==> config.mk <==
export PLATFORM = sky130hd
export DESIGN_NAME = flit_link_tx
export DESIGN_NICKNAME = d
export VERILOG_FILES = /design/src/rtl/flit_link_tx.sv
export SDC_FILE = /design/constraint.sdc
export NUM_CORES = 1
export LEC_CHECK = 0
export ABC_AREA = 1
export CORE_MARGIN = 2
export CORE_UTILIZATION = 37
export CTS_CLUSTER_DIAMETER = 200
export DETAILED_ROUTE_END_ITERATION = 10
export GPL_TIMING_DRIVEN = 1
export MAX_ROUTING_LAYER = met4
export PLACE_DENSITY = 0.76
export SYNTH_ARGS = -nofsm -noshare
export SYNTH_HDL_FRONTEND = slang
export SYNTH_SLANG_ARGS = --single-unit
==> constraint.sdc <==
create_clock -name clk -period 2.1 [get_ports clk]
set_clock_uncertainty 0.05 [all_clocks]
set_input_delay 0.21 -clock clk [delete_from_list [all_inputs] [get_ports clk]]
set_output_delay 0.21 -clock clk [all_outputs]
set_load 0.02 [all_outputs]
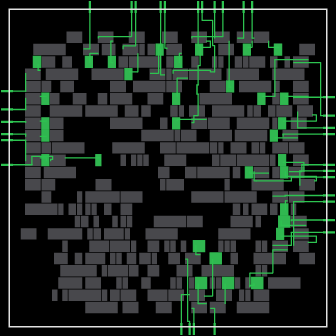
Run 1: nets reached from selected ports
- green: src_dout (bits 32; direction input; edge 11 right, 11 top, 6 left, 4 bottom; end cells 32; wire 542 µm)
I/O pin total: 75
PortBufs: 74

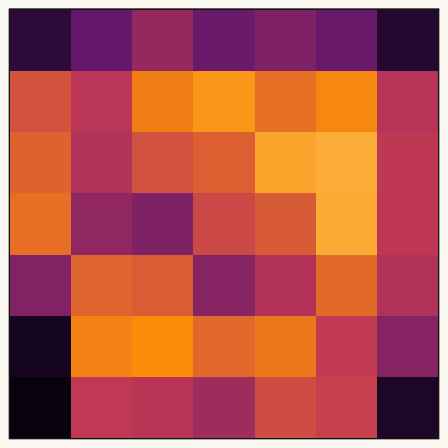
Run 1: placement density heat map
7 x 7 tiles, from black (low) to pale yellow (high), 0 to 100% covered.
- tiles over 75% full: 10%
- densest ninth of the die: middle right
- fullest tile: 82%
- mean over tiles: 50%
post-layout util: 61.2%
Initial Utilization: 39.4%
core area: 4090 µm²

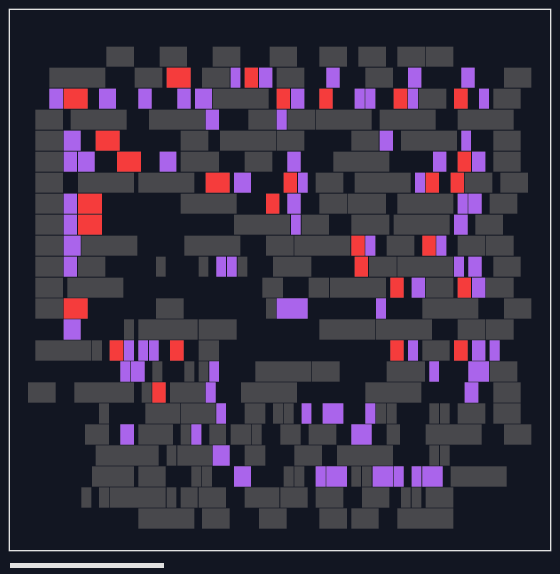
Run 1: gate-type map
Scale bar: 20 µm.
- red: inverting AOI/OAI gates (cells 28; most used a21oi_1)
- purple: NAND gates (cells 77; most used nand2_1; where all over the die)
logic share of the area: 29.3%
Commonest Layout Cell: clkdlybuf4s50_1
filler-free cell count of the finished design: 324

==> impl_metrics.py, run 1 <==
# Flow results
metrics = {
    "placed_design": {
        "place_ws_ps": -44.6,
        "dp_hpwl_um": 2760,
        "dpl.cell_count": 316,
    },
    "status": {
        "outcome": "complete, no violations",
    },
    "yosys": {
        "synthTopCellsByArea": "dfxtp_1 47%, nand3_1 8.4%, nand2_1 7.9%",
        "ys_seq_share_pct": 47.2,
        "synth-warning-count": 0,
        "synth.distinct_cells": 17,
        "simple_gate_area_share_pct": 28.1,
    },
    "sta": {
        "period_used_pct": 94.4,
        "slew_violations": 0,
        "clock.fmax_ghz": 0.504,
        "relSlewSlack_pct": 76.0,
    },
    "clocking": {
        "post_cts_buffers": 0,
        "clock-sinks": 38,
        "cts_hold_buffers": 0,
        "cts_max_path_buffers": 2,
    },
    "drt": {
        "drcViolationCount": 0,
        "wl_met2_um": 1890,
        "dr_wl_met3_um": 265,
    },
    "setup_path": {
        "slowest_stage": "fa_2",
        "rr_worst_depth": 11,
        "cp.depth": 11,
        "cp.arrival_ps": 2160,
        "crit_type": "reg -> reg",
        "r2r_slack_ps": 120,
        "cpPeakStageDelay_ps": 530,
    },
    "pwr": {
        "finalPower_mw": 2.30,
        "p_seq_share_pct": 38.4,
        "swShare_pct": 34.6,
    },
    "final_layout": {
        "antennaDiodeCount": 0,
        "logic_gate_count": 133,
        "area_growth_pct": 55.4,
        "drive_gt1_share_pct": 14.6,
    },
    "global_routing": {
        "grt_start_max_net_pins": 33,
        "gr-usage-met3_pct": 5.34,
        "met2_usage_pct": 27.2,
        "track_usage_pct": 16.8,
    },
    "worst_hold_path": {
        "min_path_cells": 2,
    },
}
run 1: cells in the final DEF, fill, tap and decap left out:
| cell type | instances |
|---|---|
| clkbuf_8 | 6 |
| fa_2 | 1 |
| nand2_4 | 1 |
| inv_2 | 1 |
| nor2_1 | 19 |
| clkdlybuf4s50_1 | 73 |
| dfxtp_1 | 36 |
| dfxtp_2 | 2 |
| ha_2 | 1 |
| xnor2_1 | 1 |
| nand3_1 | 27 |
| clkinvlp_4 | 1 |
| buf_4 | 6 |
| inv_4 | 1 |
| nand2_1 | 33 |
| a21oi_2 | 8 |
| dlymetal6s2s_1 | 1 |
| ha_1 | 5 |
| nand2_2 | 10 |
| clkinv_2 | 1 |
| nand3b_1 | 6 |
| inv_1 | 13 |
| a21oi_1 | 20 |
| nor2_2 | 1 |
Run 1, placement view:
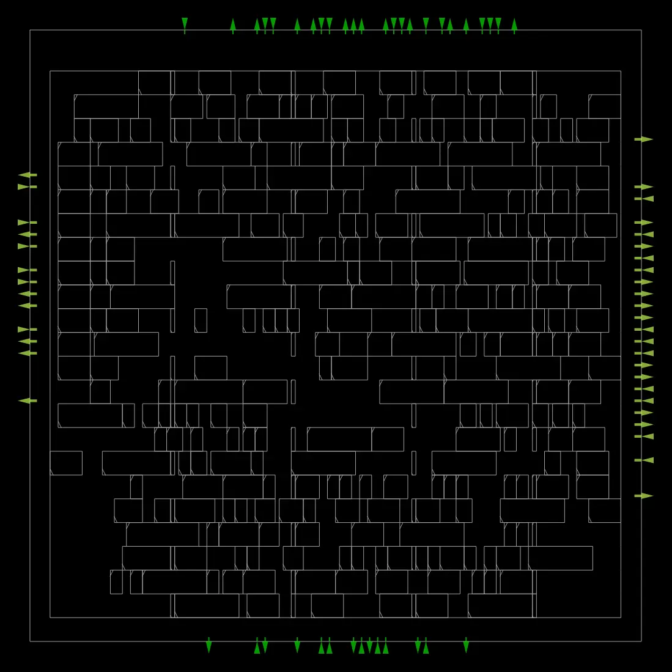

## Run 2: what changed since run 1
--- a/config.mk
+++ b/config.mk
@@ -7,12 +7,12 @@
 export LEC_CHECK = 0
 export ABC_AREA = 1
 export CORE_MARGIN = 2
-export CORE_UTILIZATION = 37
+export CORE_UTILIZATION = 40
 export CTS_CLUSTER_DIAMETER = 200
 export DETAILED_ROUTE_END_ITERATION = 10
+export DONT_BUFFER_PORTS = 1
 export GPL_TIMING_DRIVEN = 1
 export MAX_ROUTING_LAYER = met4
-export PLACE_DENSITY = 0.76
 export SYNTH_ARGS = -nofsm -noshare
 export SYNTH_HDL_FRONTEND = slang
 export SYNTH_SLANG_ARGS = --single-unit
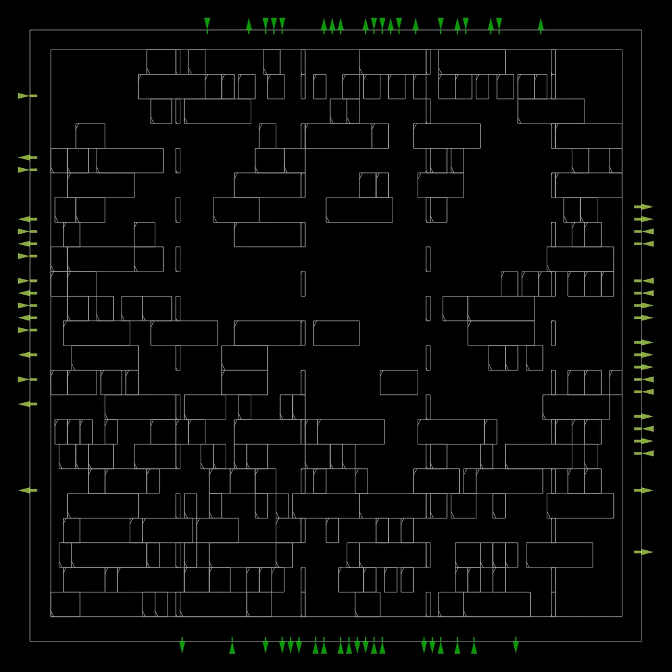
Run 2: placement view
Filler cells: 396
Rows: 23
filler-free cell count of the finished design: 250

==> run 2 against run 1 <==
Against the previous run:
- combinational power fell by 34%
- largest power group is now sequential cells
- critical path depth unchanged
- clock power shrank 5.5%
- total power shrank 11%
- maximum frequency grew 0.37%
- global-route usage is 0.15 points lower
- sequential share of layout area increased by 13 points
- count of clock-buffer cells in the layout is the same
- first-iteration DRC count down 51%
- synthesized cell count unchanged
- die size decreased by 7.1%
- non-clock buffer count decreased by 72
- highest routed layer unchanged
==> impl_metrics.py, run 2 <==
# Flow results
metrics = {
    "status": {
        "outcome": "complete, no violations",
    },
    "global_routing": {
        "gr-usage-met3_pct": 6.67,
        "met2_usage_pct": 26.4,
        "antenna_found_initial": 0,
        "grt_start_max_net_pins": 33,
        "track_usage_pct": 16.6,
    },
    "sta": {
        "slew_violations": 0,
        "period_used_pct": 94.1,
        "clock.fmax_ghz": 0.506,
        "relSlewSlack_pct": 64.8,
    },
    "yosys": {
        "ys_seq_share_pct": 47.2,
        "synth.distinct_cells": 17,
        "async_reset_ff_share_pct": 0,
        "synthTopCellsByArea": "dfxtp_1 47%, nand3_1 8.4%, nand2_1 7.9%",
        "synth-warning-count": 0,
        "synth_area_um2": 1610,
        "yosys-stat-area_um2": 1610,
    },
    "pwr": {
        "powerSeq_uw": 980,
        "swShare_pct": 36.5,
        "p_seq_share_pct": 47.6,
        "finalPower_mw": 2.06,
        "power_leader": "sequential cells",
    },
    "worst_hold_path": {
        "min_path_cells": 2,
    },
    "floorplan": {
        "fp_util_pct": 40.8,
        "core_um2": 3940,
        "ioPinCount": 75,
    },
    "final_layout": {
        "lay_top_count": "dfxtp_1",
        "drive_gt1_share_pct": 20.0,
        "antennaDiodeCount": 0,
        "postLayoutCoreUtil_pct": 45.0,
        "lay_top_cells": "36 x dfxtp_1, 33 x nand2_1, 27 x nand3_1, 20 x a21oi_1, 19 x nor2_1",
        "area_growth_pct": 10.2,
    },
    "placed_design": {
        "numPortBuffers": 0,
        "dpl.cell_count": 243,
        "dp_hpwl_um": 2370,
        "place_ws_ps": 67.1,
    },
    "setup_path": {
        "cp.depth": 11,
        "r2r_slack_ps": 120,
        "slowest_stage": "fa_2",
        "rr_worst_depth": 11,
        "crit_type": "reg -> reg",
        "cp.arrival_ps": 2150,
    },
    "clocking": {
        "cts_tree": "done",
        "cts_max_path_buffers": 2,
        "clock-sinks": 38,
        "post_cts_buffers": 0,
    },
    "drt": {
        "dr_wl_met3_um": 255,
        "drt-initial-drc-count": 51,
        "drcViolationCount": 0,
        "wl_met2_um": 1680,
    },
    "job": {
        "tool_warnings": 27,
    },
}
[run 2: repair_timing]
item	CTS	global route
hold buffers	1	0
endpoints found under the hold margin	27	0
resized	0	2
setup endpoints to repair	0	2
[run 2: logic make-up after synthesis]
family | synth area share, %
fa+ha+maj | 5.91
buf+inv | 7.61
simple gates | 28.1
compound gates | 10.6
xor+xnor | 0.544
flops | 47.2
[run 2: final cells by class]
| cell class | count | area, µm² |
|---|---|---|
| well taps | 50 | 62.6 |
| inverters | 15 | 58.8 |
| repair buffers | 8 | 72.6 |
| multi-input cells | 133 | 734 |
| fillers | 396 | 2170 |
| clock buffers | 6 | 82.6 |
| flip-flops and latches | 38 | 763 |
Power figures rest on the tool's default switching activity, not on a simulated workload.
